[src/rtl/srcv_pkg.sv]
// Shared definitions for the sample/coefficient regfile slice:
// default widths, arbiter state encoding and regfile op codes.
package srcv_pkg;

  localparam int DATA_WIDTH     = 32;
  localparam int REGFILE_ADDR_W = 5;

  typedef enum logic {
    S_IDLE = 1'b0,
    S_RSP  = 1'b1
  } arb_state_e;

  localparam logic RF_OP_WRITE = 1'b0;
  localparam logic RF_OP_READ  = 1'b1;

endpackage

[src/rtl/rf_starve_ctr.sv]
// Saturating count of consecutive cycles an eligible read lost to a write.
// A limit of zero makes the hit output permanently true, so reads always win.
module rf_starve_ctr #(
  parameter int LIMIT = 4
) (
  input  logic clk,
  input  logic rst,
  input  logic i_inc,
  input  logic i_clr,
  output logic o_hit
);

  localparam int CW = (LIMIT < 1) ? 1 : $clog2(LIMIT + 1);

  logic [CW-1:0] r_cnt;

  assign o_hit = (r_cnt >= CW'(LIMIT));

  // Clear wins over increment; once the limit is reached the count holds.
  always_ff @(posedge clk) begin
    if (!rst) begin
      r_cnt <= '0;
    end else if (i_clr) begin
      r_cnt <= '0;
    end else if (i_inc && !o_hit) begin
      r_cnt <= r_cnt + 1'b1;
    end
  end

endmodule

[src/rtl/regfile_port_arbiter.sv]
// Shares the single-port regfile between the sample loader (writes) and the
// FIR MAC sequencer (dual-operand reads), one regfile op per cycle.
module regfile_port_arbiter
  import srcv_pkg::*;
#(
  parameter int DATA_WIDTH     = srcv_pkg::DATA_WIDTH,
  parameter int REGFILE_ADDR_W = srcv_pkg::REGFILE_ADDR_W,
  parameter int STARVE_LIMIT   = 4
) (
  input  logic                      clk,
  input  logic                      rst,
  input  logic                      i_wr_valid,
  output logic                      o_wr_ready,
  input  logic [REGFILE_ADDR_W-1:0] i_wr_addr,
  input  logic [DATA_WIDTH-1:0]     i_wr_data,
  input  logic                      i_rd_valid,
  output logic                      o_rd_ready,
  input  logic [REGFILE_ADDR_W-1:0] i_rd_addr_a,
  input  logic [REGFILE_ADDR_W-1:0] i_rd_addr_b,
  output logic                      o_rsp_valid,
  input  logic                      i_rsp_ready,
  output logic [DATA_WIDTH-1:0]     o_rsp_a,
  output logic [DATA_WIDTH-1:0]     o_rsp_b,
  output logic                      o_rf_en,
  output logic                      o_rf_rw,
  output logic [REGFILE_ADDR_W-1:0] o_rf_a_ra,
  output logic [REGFILE_ADDR_W-1:0] o_rf_a_rb,
  output logic [REGFILE_ADDR_W-1:0] o_rf_a_rd,
  output logic [DATA_WIDTH-1:0]     o_rf_rd,
  input  logic [DATA_WIDTH-1:0]     i_rf_ra,
  input  logic [DATA_WIDTH-1:0]     i_rf_rb
);

  arb_state_e r_state;
  arb_state_e w_nextState;
  logic       w_rspFree;
  logic       w_starveHit;
  logic       w_rdGrant;
  logic       w_wrGrant;

  // A new read may issue only if the response slot is empty or drains this cycle.
  assign w_rspFree = (r_state == S_IDLE) || i_rsp_ready;
  assign w_rdGrant = rst && i_rd_valid && w_rspFree && (!i_wr_valid || w_starveHit);
  assign w_wrGrant = rst && i_wr_valid && !w_rdGrant;

  assign o_rd_ready  = w_rdGrant;
  assign o_wr_ready  = w_wrGrant;
  assign o_rsp_valid = rst && (r_state == S_RSP);
  assign o_rsp_a     = i_rf_ra;
  assign o_rsp_b     = i_rf_rb;

  rf_starve_ctr #(
    .LIMIT (STARVE_LIMIT)
  ) u_starve (
    .clk   (clk),
    .rst   (rst),
    .i_inc (i_rd_valid && w_rspFree && w_wrGrant),
    .i_clr (w_rdGrant || !i_rd_valid),
    .o_hit (w_starveHit)
  );

  always_ff @(posedge clk) begin
    if (!rst) begin
      r_state <= S_IDLE;
    end else begin
      r_state <= w_nextState;
    end
  end

  // The response slot refills on any read grant and empties only when consumed without a refill.
  always_comb begin
    w_nextState = r_state;
    case (r_state)
      S_IDLE: if (w_rdGrant) w_nextState = S_RSP;
      S_RSP:  if (i_rsp_ready && !w_rdGrant) w_nextState = S_IDLE;
      default: w_nextState = S_IDLE;
    endcase
  end

  always_comb begin
    o_rf_en   = 1'b0;
    o_rf_rw   = RF_OP_WRITE;
    o_rf_a_ra = '0;
    o_rf_a_rb = '0;
    o_rf_a_rd = '0;
    o_rf_rd   = '0;
    if (w_rdGrant) begin
      o_rf_en   = 1'b1;
      o_rf_rw   = RF_OP_READ;
      o_rf_a_ra = i_rd_addr_a;
      o_rf_a_rb = i_rd_addr_b;
    end else if (w_wrGrant) begin
      o_rf_en   = 1'b1;
      o_rf_rw   = RF_OP_WRITE;
      o_rf_a_rd = i_wr_addr;
      o_rf_rd   = i_wr_data;
    end
  end

endmodule

[config.mk]
export PLATFORM = sky130hd
export DESIGN_NAME = regfile_port_arbiter
export DESIGN_NICKNAME = d
export VERILOG_FILES = /design/src/rtl/srcv_pkg.sv /design/src/rtl/rf_starve_ctr.sv /design/src/rtl/regfile_port_arbiter.sv
export SDC_FILE = /design/constraint.sdc
export NUM_CORES = 1
export LEC_CHECK = 0
export ABC_CLOCK_PERIOD_IN_PS = 3000
export CAP_MARGIN = 20
export CORE_AREA = 2 2 89 91
export CTS_BUF_LIST = sky130_fd_sc_hd__clkbuf_4 sky130_fd_sc_hd__clkbuf_8 sky130_fd_sc_hd__clkbuf_16
export DETAILED_ROUTE_END_ITERATION = 6
export DIE_AREA = 0 0 91 93
export PLACE_DENSITY = 0.73
export SYNTH_ARGS = -nofsm -noshare
export SYNTH_HDL_FRONTEND = slang
export SYNTH_SLANG_ARGS = --single-unit
[constraint.sdc]
create_clock -name clk -period 3 [get_ports clk]
set_input_delay 0.6 -clock clk [delete_from_list [all_inputs] [get_ports clk]]
set_output_delay 0.6 -clock clk [all_outputs]
set_load 0.05 [all_outputs]
Fig. 1: run 1, wiring by layer
The bar under the picture is 20 um long. Two of the layers only.
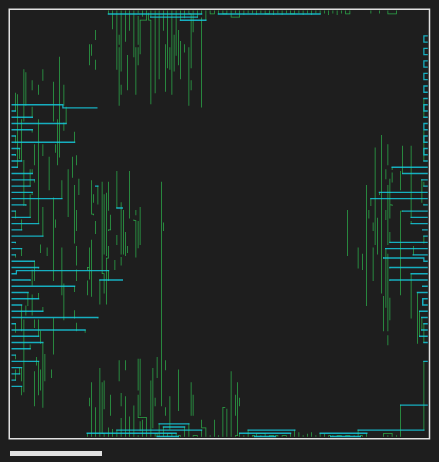
[M2] green | wire length: 1,590 um
[M3] cyan | wire length: 568 um

Fig. 2: run 1, placement by cell class
Fill, decap, tap and diode cells in grey.
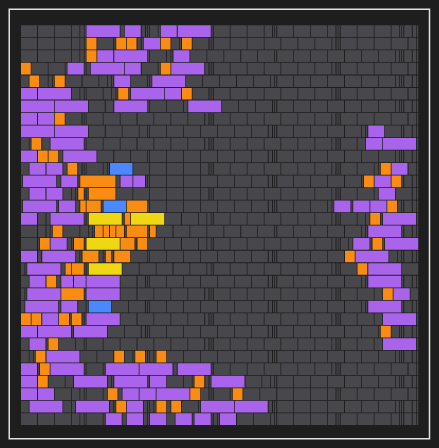
[remaining logic cells] orange | cells: 70 | share of their area: 22%
[clock-net drivers] blue | cells: 3 | share of their area: 1.9%
[registers] yellow | cells: 4 | share of their area: 3.7%
[remaining buffers and delay cells] purple | cells: 106 | share of their area: 72%

Fig. 3: run 1, routed metal per tile
The bar under the picture is 20 um long. The die is cut into 18 by 19 equal tiles; black is low, pale yellow is high, scaled to the fullest tile. Values are wire area over tile area, all layers added.
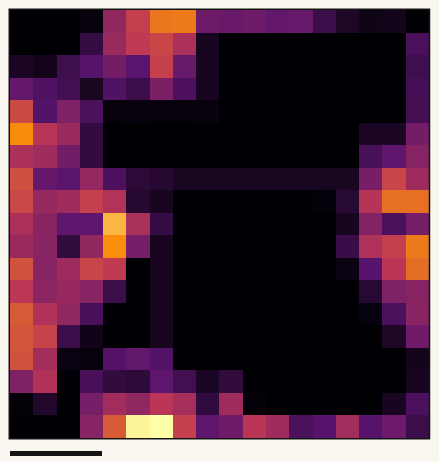
tiles over half the peak: 8.8%
emptiest ninth of the die: middle
densest ninth of the die: left middle
fullest tile: 0.41
mean over tiles: 0.069

==> results.ini, run 1 <==
[sta]
max_freq_ghz=0.382
drv_slew=0
rsz0062_at_grt=false
tightest_slew_ns=0.341
setup_viol=0
fin_skew_ns=0.00144
postLayoutSetupSlackWorst_ns=0.381
setup_tns_ns=0
post-route-period-util=0.873
maxSlewHeadroom=0.772
hold_viol=0
finalCriticalPeriod_ns=2.62

[flow_run]
tool_warnings=28
drv_cap=0

[global_route]
grt_use_total=0.0768
antenna_found_initial=0
grt_max_degree=21
grt_pass1_vias=1138
grt_pass1_wl_mm=5.29
grt_overflow=0

[synthesis]
ys_cells=144
top_area_cell=buf_4
synthTopCellsByArea=buf_4 46%, and2_1 28%, dfxtp_1 7.4%, buf_6 3.1%, ha_1 2.3%
syn-cell-area_sq_mm=0.00109
synthArstFlopShare=0
avgSynthCellArea_sq_um=7.56
ys_ff=4
syn_inst=144
synth_warnings=0
synthFlopType=dfxtp_1
synth_cell_types=20
synth-edff-count=0
top_cell_area_share=0.455
ys_area_sq_mm=0.00109
fp_nets=262
ys_seq_frac=0.0736

[critical_path]
cpPeakStageDelay_ns=0.50
cpMaxStageDelayCell=clkdlybuf4s50_1
rr_worst_depth=4
crit_chain=clkdlybuf4s50_1 > and2b_4 > nor3_4 > and2_1 > buf_12
crit_required_ns=2.40
reg2reg_from=r_state$_SDFF_PN0_
ff2ff_setup_slack_ns=1.79
cp-start-kind=input pin
cp-endpoint=o_rf_a_ra[0]
worstSetupPathType=input pin to output port
worstPathMaxFanout=12
critPathArrivalTime_ns=2.02
worstSetupStartpoint=i_rsp_ready
r2r-end=r_state$_SDFF_PN0_
cp-end-kind=output port

[route]
totalWireLength_mm=3.26
post_drt_wl_per_cell_um=11.4
antenna_left=0
avgViaCountPerCell=3.50
drc=0
vias=998
initialDrtViolationCount=11
drtPass1Iterations=2

[place]
gp_congestion=0.722
dp_hpwl_mm=2.87
postPlaceCellArea_sq_mm=0.00224
dp_cells=282
detailedPlace.worstSlack_ns=0.355
io_buffers=103

[clocking]
cts-root-buf=clkbuf_8
clkSinkCount=4
path_clk_slew_ns=0.03
cts_tree=done
hold_buffers=0
cts_resized=0
postCtsSetupBuffers=0
clk_latency_ns=0.22
htreeDepth=1
cts_buffers=3
cts_buffer_depth=2

[die]
core_area_sq_mm=0.00753
num_rows=32
fp_util=0.145
die_y_um=93
fp.dieArea_sq_mm=0.00846
die_w_um=91
ios=232

[finish]
nNetsFinal=303
final_cell_count_no_fill=285
lay_top_cells=51 x clkdlybuf4s50_1, 51 x buf_12, 49 x and2_1
seq_area_sq_um=80.1
mi_logic_area_sq_um=463
stdcell_area_sq_mm=0.00228
n_antenna_cell=0
syn_to_final_growth_pct=110
drive_gt1_frac=0.344
fillers=792

[power]
power_w=0.000493
p_leak_nw=0.918
powerDensity_mw_per_mm2=216
ir_drop_mv=0.189

[run_status]
status=finished, final reports clean

[min_path]
hold_path_class=flop to flop

==> run 1: report_power, final <==
part | total [W] | switching (W) | internal [W]
logic | 0.000322 | 0.000148 | 0.000174
clock network | 0.000114 | 0.0000288 | 0.0000856
registers | 0.0000568 | 0.00000163 | 0.0000552
==> run 1: area by class of cell <==
class | instances | share of cell area
timing repair buffer | 106 | 0.683
multi-input combinational | 67 | 0.203
tap | 102 | 0.0559
sequential | 4 | 0.0350
clock buffer | 3 | 0.0181
inverter | 3 | 0.00493
==> run 1: layer usage <==
metal,up-vias,global-route usage,routed length (um)
met4,0,0.0316,44
li1,448,-,-
met1,436,0.0728,1060
met2,108,0.131,1590
met3,6,0.0508,567
met5,-,0,0
==> run 1: metrics by stage <==
step	utilization	hold WS, ns
after floorplan	-	0.468
after global placement	0.298	0.474
after detailed placement	0.298	0.503
after CTS	0.304	0.510
after global routing	0.304	0.524
final	0.304	0.502
==> run 1: sequential cells by signal, indices dropped and copies added (netlist names) <==
signal and cells:
r_state 1, u_starve.r_cnt 3
==> run 1: cell usage after synthesis (2+ instances only) <==
| library cell | n |
|---|---|
| dfxtp_1 | 4 |
| nand2_1 | 3 |
| nor2_1 | 2 |
| ha_1 | 2 |
| buf_4 | 66 |
| buf_6 | 3 |
| and2_1 | 49 |
| inv_1 | 3 |
==> run 1: how the worst min path moves through the flow <==
stage | cells after the start | endpoint | slack, ns | from
detailed placement | 1 | u_starve.r_cnt[0]$_SDFFE_PP0P_ | 0.50 | u_starve.r_cnt[0]$_SDFFE_PP0P_
CTS | 1 | u_starve.r_cnt[1]$_SDFFE_PP0P_ | 0.51 | u_starve.r_cnt[1]$_SDFFE_PP0P_
global placement | 1 | u_starve.r_cnt[1]$_SDFFE_PP0P_ | 0.47 | u_starve.r_cnt[1]$_SDFFE_PP0P_
floorplan | 1 | u_starve.r_cnt[1]$_SDFFE_PP0P_ | 0.47 | u_starve.r_cnt[1]$_SDFFE_PP0P_
global route | 1 | u_starve.r_cnt[1]$_SDFFE_PP0P_ | 0.52 | u_starve.r_cnt[1]$_SDFFE_PP0P_
finish | 1 | u_starve.r_cnt[1]$_SDFFE_PP0P_ | 0.50 | u_starve.r_cnt[1]$_SDFFE_PP0P_
==> run 1: logic make-up (layout without fill, tap and decap cells) <==
family,count (synthesis),in the layout,share of synthesized area
AND-OR/OR-AND,5,5,0.0483
buffers and inverters,73,112,0.501
adder cells (fa/ha/maj),2,2,0.0230
AND/OR/NAND/NOR,60,60,0.354
flip-flops,4,4,0.0736
==> run 1: critical path: cells and delay by family <==
kind / cells / cell delay (ns)
buffers and inverters: 2 / 0.65
AND/OR/NAND/NOR: 3 / 0.77
Fig. 4: run 1, placement view
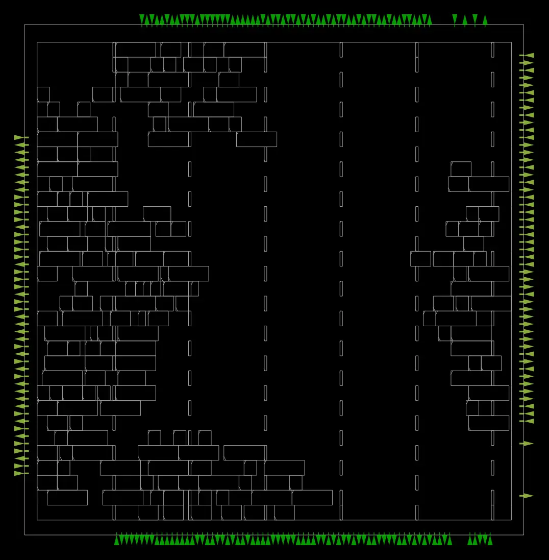

==> run 2, diff against run 1 <==
Settings changed: ABC_AREA set to 1, PLACE_DENSITY 0.73 to 0.74.
Fig. 5: run 2, placement view
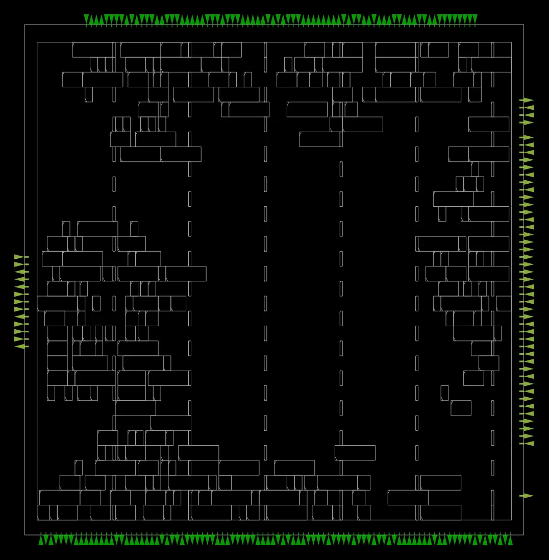
fin util: 0.317
FILL cells: 812
total core area: 0.00753 sq mm
Seq cells: 4
Tap Cells: 102

==> results.ini, run 2 <==
[sta]
max_freq_ghz=0.377  ; -1.1%
finalCriticalPeriod_ns=2.65  ; +0.0299 ns
fin_skew_ns=0.000634  ; -0.000802 ns
setup_viol=0  ; unchanged
maxSlewHeadroom=0.666  ; -0.105
hold_viol=0  ; unchanged
post-route-period-util=0.883  ; +0.00998
rsz0062_at_grt=false
drv_slew=0  ; unchanged
setup_tns_ns=0  ; unchanged
tightest_slew_ns=0.499  ; +0.158 ns

[synthesis]
syn_inst=203  ; +41%
fp_nets=321  ; +23%
synth_warnings=0  ; unchanged
top_cell_area_share=0.406  ; -0.0489
ys_seq_frac=0.0667  ; -0.00690
syn-cell-area_sq_mm=0.00120  ; +10%
synthArstFlopShare=0  ; unchanged
top_cell=buf_4
ys_area_sq_mm=0.00120  ; +10%
synthFlopType=dfxtp_1
synth-edff-count=0  ; unchanged
synth_cell_types=17  ; -15%
synthTopCellsByArea=buf_4 41%, inv_1 17%, nor2_2 9.9%, nor2_1 9.4%, dfxtp_1 6.7%
ys_ff=4  ; unchanged
yosys-top-cells-count=65 x buf_4, 55 x inv_1, 30 x nor2_1
ys_cells=203  ; +41%
avgSynthCellArea_sq_um=5.92  ; -22%
top_area_cell=buf_4

[critical_path]
worstSetupPathType=input pin to output port
cpPeakStageDelay_ns=0.52  ; +0.02 ns
cp-start-kind=input pin
critical_path.most_common_cell=buf_12
cp-end-kind=output port
crit_required_ns=2.40  ; about the same
cp_top_family=buffers and inverters
crit_chain=clkdlybuf4s50_1 > nand2_1 > inv_2 > nand3_4 > nand2_2 > buf_12 > nor2_1 > buf_12
worst-path-buf-inv=4  ; +2
worstPathMaxFanout=29  ; +17
critPathArrivalTime_ns=2.05  ; +0.03 ns
cpMaxStageDelayCell=clkdlybuf4s50_1

[die]
die_w_um=91  ; unchanged
ios=232  ; unchanged
num_rows=32  ; unchanged
fp.dieArea_sq_mm=0.00846  ; unchanged
fp_util=0.160  ; +0.0150
die_y_um=93  ; unchanged

[route]
totalWireLength_mm=4.09  ; +25%
antenna_left=0  ; unchanged
post_drt_wl_per_cell_um=11.9  ; +4.0%
drc=0  ; unchanged
avgViaCountPerCell=3.46  ; -1.3%
vias=1186  ; +19%
drtPass1Iterations=4  ; +2
initialDrtViolationCount=21  ; +10

[finish]
drive_gt1_frac=0.332  ; -0.0123
syn_to_final_growth_pct=98.8
reg_top3=u_starve.r_cnt x3, r_state x1
nNetsFinal=361  ; +19%
lay_top_count=inv_1
n_antenna_cell=0  ; unchanged
lay_top_cells=55 x inv_1, 52 x clkdlybuf4s50_1, 51 x buf_12
largest_register=u_starve.r_cnt
final_cell_count_no_fill=343  ; +20%
largest_register_ffs=3  ; unchanged

[power]
p_leak_nw=1.17  ; +28%
powerDensity_mw_per_mm2=215  ; -0.51%
ir_drop_mv=0.255  ; +35%
power_w=0.000513  ; +4.0%

[clocking]
cts_resized=0  ; unchanged
cts_buffer_depth=2  ; unchanged
cts_tree=done
clkSinkCount=4  ; unchanged
htreeDepth=1  ; unchanged
clk_latency_ns=0.22  ; about the same
cts_buffers=3  ; unchanged
path_clk_slew_ns=0.03  ; about the same
postCtsSetupBuffers=0  ; unchanged
cts-root-buf=clkbuf_8
hold_buffers=0  ; unchanged

[global_route]
grt_pass1_vias=1255  ; +10%
antenna_found_initial=0  ; unchanged
grt_overflow=0  ; unchanged
grt_use_total=0.0926  ; +0.0157
grt_max_degree=30  ; +43%
grt_pass1_wl_mm=6.17  ; +17%

[place]
io_buffers=103  ; unchanged
gp_congestion=0.770  ; +6.6%
dp_cells=340  ; +21%
dp_hpwl_mm=3.62  ; +26%

[flow_run]
drv_cap=0  ; unchanged
tool_warnings=28  ; unchanged

[min_path]
hold_path_class=flop to flop

[run_status]
status=finished, final reports clean

Fig. 6: run 2, wiring by layer
The bar under the picture is 20 um long. Two of the layers only.
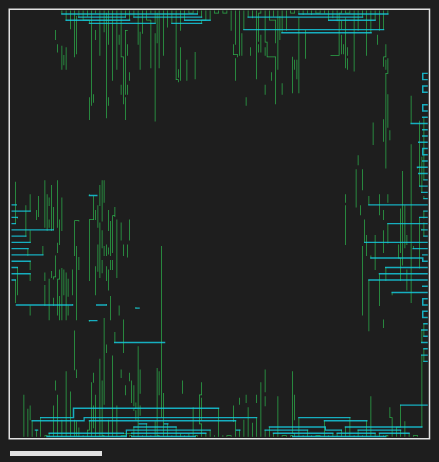
[M3] cyan | wire length: 750 um
[M2] green | wire length: 1,820 um

-- run 2: netlist changes by cell type after synthesis, sizes merged, moves of 2 or more --
cell    before  now
inv          3   57
and2        49    0
nand2b       2    0
nand3        1    3
nor2         2   49
nand4        0    2
nand2        3   13
-- run 2: worst paths after layout --
| path | slack, ns | from | to | depth (start not counted) |
|---|---|---|---|---|
| setup / recovery | 0.35 | rst | o_rf_rd[12] | 8 |
| hold / removal | 0.47 | u_starve.r_cnt[2]$_SDFFE_PP0P_ | u_starve.r_cnt[2]$_SDFFE_PP0P_ | 2 |
| setup reg to reg | 1.79 | r_state$_SDFF_PN0_ | u_starve.r_cnt[1]$_SDFFE_PP0P_ | 4 |
| hold reg to reg | 0.47 | u_starve.r_cnt[2]$_SDFFE_PP0P_ | u_starve.r_cnt[2]$_SDFFE_PP0P_ | 2 |
-- run 2: cells by family (layout without fill, tap and decap cells) --
group	count (synthesis)	count (layout)	synth area share
buf+inv	127	165	0.627
simple gates	67	67	0.271
flops	4	4	0.0667
compound gates	3	3	0.0146
fa+ha+maj	2	2	0.0208
-- run 2: where the power goes --
group          switching (W)  leakage (nW)  internal [W]
Sequential        0.00000118        0.0324     0.0000547
Combinational       0.000170          1.12      0.000172
Clock              0.0000290        0.0216     0.0000856
Total               0.000200          1.17      0.000312
-- run 2: routing by layer --
metal | part of all wire | global-route usage
met3 | 0.18 | 0.0782
met2 | 0.45 | 0.137
met5 | 0.011 | 0.0449
met4 | 0.028 | 0.0429
met1 | 0.33 | 0.0890
-- run 2: layout make-up --
class / instances / area [sq um] / area share
Timing Repair Buffer: 105 / 1560 / 0.652
Multi-Input combinational cell: 72 / 368 / 0.154
Inverter: 57 / 214 / 0.0896
Tap cell: 102 / 128 / 0.0535
Sequential cell: 4 / 80.1 / 0.0335
Clock buffer: 3 / 41.3 / 0.0173
-- run 2: tightest hold or removal path, stage by stage, from the launching register on --
cell and delay [ns]:
dfxtp_1 0.28, inv_1 0.06, a21oi_1 0.06
-- run 2: per-stage QoR --
stage / hold WS (ns) / utilization / cell area (sq um) / setup slack (ns)
6_report: 0.466 / 0.317 / 2390 / 0.351
5_1_grt: 0.491 / 0.317 / 2390 / 0.235
4_1_cts: 0.469 / 0.317 / 2390 / 0.326
3_5_place_dp: 0.465 / 0.312 / 2350 / 0.327
3_3_place_gp: 0.465 / 0.312 / 2350 / 0.380
2_1_floorplan: 0.434 / - / 1200 / 0.670
Fig. 7: run 2, a small window of the routed layout
The bar under the picture is 20 um long. Region (0, 0) to (50, 50) um. Cells in grey, sequential cells in the stronger grey; small squares are vias.
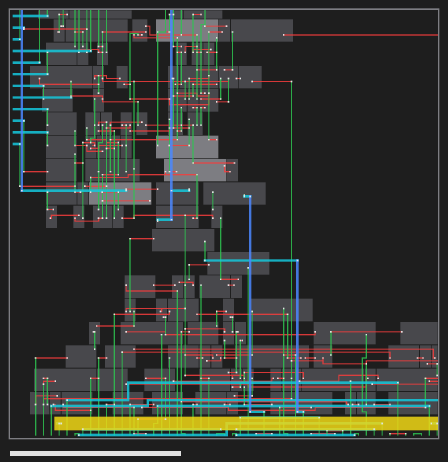

==> run 3, diff against run 2 <==
Settings changed: PLACE_DENSITY 0.74 to 0.68.
Fig. 8: run 3, a small window of the routed layout
The bar under the picture is 20 um long. Region (0, 0) to (50, 50) um. Cells in grey, sequential cells in the stronger grey; small squares are vias.
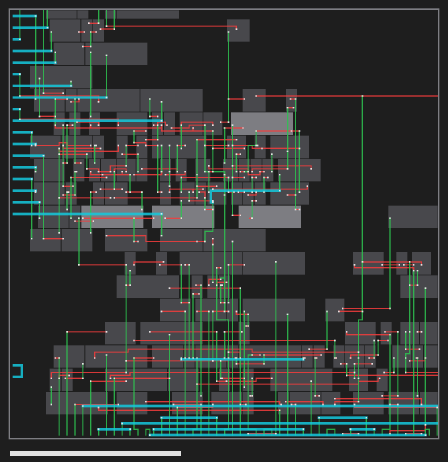
[M2] green
[M3] cyan
[M1] red
sequential cells in the window: 4
most frequent: inv_1 (28), clkdlybuf4s50_1 (26), buf_12 (17)
netlist names of flops here include: u_starve.r_cnt (3), r_state (1)
cells with their middle in the window: 124

Fig. 9: run 3, placement view
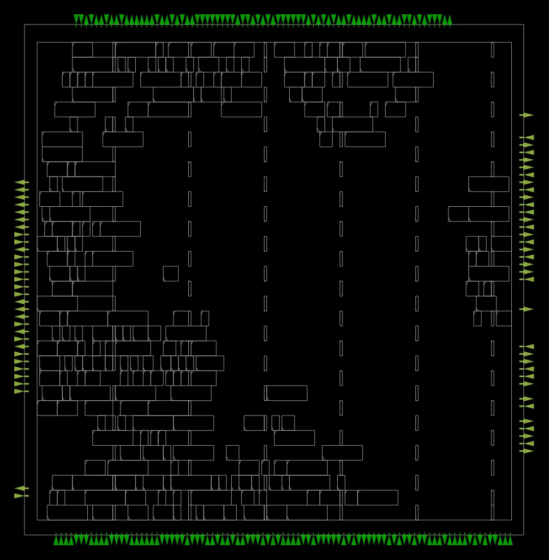
FILL cells: 809
Non-Filler Instances: 344
# rows: 32

==> results.ini, run 3 <==
[run_status]
status=finished, final reports clean

[finish]
largest_register_ffs=3  ; unchanged
nNetsFinal=362  ; +0.28%
largest_register=u_starve.r_cnt
lay_top_cells=55 x inv_1, 52 x clkdlybuf4s50_1, 50 x buf_12
drive_gt1_frac=0.335  ; +0.00276
stdcell_area_sq_mm=0.00238  ; -0.21%
n_antenna_cell=0  ; unchanged

[global_route]
grt_pass1_wl_mm=5.62  ; -8.9%
grt_max_degree=26  ; -13%
grt_overflow=0  ; unchanged
grt_use_total=0.0814  ; -0.0111
grt_pass1_vias=1177  ; -6.2%
antenna_found_initial=0  ; unchanged

[critical_path]
crit_required_ns=2.40  ; about the same
ff2ff_setup_slack_ns=1.86  ; +0.07 ns
worstPathMaxFanout=4  ; -86%
critPathArrivalTime_ns=2.03  ; -0.02 ns
worstSetupPathType=input pin to output port
rr_worst_depth=6  ; +2
r2r-end=u_starve.r_cnt[1]$_SDFFE_PP0P_
reg2reg_from=r_state$_SDFF_PN0_

[min_path]
min_from=u_starve.r_cnt[2]$_SDFFE_PP0P_
hold_path_class=flop to flop
whs_endpoint=u_starve.r_cnt[2]$_SDFFE_PP0P_
worst_hold_path.num_cells=2  ; unchanged

[synthesis]
yosys-top-cells-count=65 x buf_4, 55 x inv_1, 30 x nor2_1
syn_inst=203  ; unchanged
synthFlopType=dfxtp_1
top_area_cell=buf_4
top_cell=buf_4
synth-edff-count=0  ; unchanged
synthTopCellsByArea=buf_4 41%, inv_1 17%, nor2_2 9.9%, nor2_1 9.4%, dfxtp_1 6.7%
fp_nets=321  ; unchanged
ys_area_sq_mm=0.00120  ; unchanged
syn-cell-area_sq_mm=0.00120  ; unchanged
ys_ff=4  ; unchanged
synthArstFlopShare=0  ; unchanged
top_cell_area_share=0.406  ; unchanged

[sta]
rsz0062_at_grt=false
max_freq_ghz=0.381  ; +0.86%
fin_skew_ns=0.00313  ; +0.00250 ns
tightest_slew_ns=0.496  ; -0.00273 ns
post-route-period-util=0.876  ; -0.00755
setup_viol=0  ; unchanged
setup_tns_ns=0  ; unchanged
postLayoutSetupSlackWorst_ns=0.373  ; +0.0227 ns
finalCriticalPeriod_ns=2.63  ; -0.0227 ns

[power]
powerDensity_mw_per_mm2=213  ; -0.90%
seq_power_share=0.110  ; about the same
p_int_w=0.000310  ; -0.56%
comb_power_share=0.670  ; +0.003
p_sw_w=0.000196  ; -2.0%
pwr-share-clk=0.220  ; -0.004
p_leak_nw=1.17  ; -0.12%
ir_drop_mv=0.237  ; -7.2%

[route]
avgViaCountPerCell=3.29  ; -4.9%
drtPass1Iterations=4  ; unchanged
totalWireLength_mm=3.70  ; -9.4%
antenna_left=0  ; unchanged
vias=1131  ; -4.6%
drc=0  ; unchanged
initialDrtViolationCount=21  ; unchanged

[place]
dp_hpwl_mm=3.30  ; -8.8%
gp_congestion=0.720  ; -6.4%
detailedPlace.worstSlack_ns=0.373  ; +0.0456 ns

[clocking]
path_clk_slew_ns=0.03  ; about the same
cts_resized=0  ; unchanged
cts_buffers=3  ; unchanged
hold_buffers=0  ; unchanged
cts_tree=done
htreeDepth=1  ; unchanged
postCtsSetupBuffers=0  ; unchanged
cts_buffer_depth=2  ; unchanged
clkSinkCount=4  ; unchanged

[die]
ios=232  ; unchanged
fp_util=0.160  ; unchanged
die_y_um=93  ; unchanged
core_area_sq_mm=0.00753  ; unchanged
fp.dieArea_sq_mm=0.00846  ; unchanged

[flow_run]
tool_warnings=28  ; unchanged
drv_cap=0  ; unchanged

-- run 3: per-layer routing --
metal  share of wire  GRT usage  vias up
met1            0.34     0.0830      463
met5               0          0        -
met3            0.19     0.0814        0
met2            0.47      0.123       98
met4               0    0.00884        0
li1                -          -      570
-- run 3: final cells by class --
class | count | area (sq um)
sequential | 4 | 80.1
fill | 809 | 5140
clock buffer | 3 | 41.3
multi-input combinational | 72 | 368
inverter | 57 | 214
tap | 102 | 128
timing repair buffer | 106 | 1550
-- run 3: worst max-delay path by stage --
stage                      startpoint  slack (ns)           end  cells after the start
after floorplan           i_rsp_ready        0.67   o_rf_rd[10]                      6
after global placement            rst        0.38   o_rsp_valid                      4
after detailed placement          rst        0.37  o_rf_a_rd[4]                      7
after CTS                         rst        0.37   o_rsp_valid                      4
after global routing              rst        0.27  o_rf_a_rd[2]                      7
final                             rst        0.37   o_rsp_valid                      4
-- run 3: critical path, stage by stage --
cell	delay, ns
clkdlybuf4s50_1	0.52
nand2_1	0.06
inv_1	0.05
clkdlybuf4s50_1	0.79
-- run 3: per-stage QoR --
stage	utilization	std cells	hold slack (ns)	total power, W
5_1_grt	0.316	344	0.496	0.000532
2_1_floorplan	-	203	0.434	0.000438
3_5_place_dp	0.311	341	0.451	0.000399
3_3_place_gp	0.311	341	0.454	0.000396
4_1_cts	0.316	344	0.456	0.000514
6_report	0.316	344	0.451	0.000507
-- run 3: power groups by stage --
stage	Combinational, W	Clock (W)	Sequential, W
floorplan	0.000382	0	0.0000563
global placement	0.000340	0	0.0000565
detailed placement	0.000342	0	0.0000565
CTS	0.000343	0.000115	0.0000558
global route	0.000356	0.000120	0.0000559
finish	0.000340	0.000112	0.0000558
-- run 3: cells by family (layout without fill, tap and decap cells) --
| group | after synthesis | in the layout | synth area share |
|---|---|---|---|
| buffers and inverters | 127 | 166 | 0.627 |
| and+or+nand+nor | 67 | 67 | 0.271 |
| DFF | 4 | 4 | 0.0667 |
| AOI/OAI and AO/OA | 3 | 3 | 0.0146 |
| adders and majority gates | 2 | 2 | 0.0208 |
Power figures rest on the tool's default switching activity, not on a simulated workload.
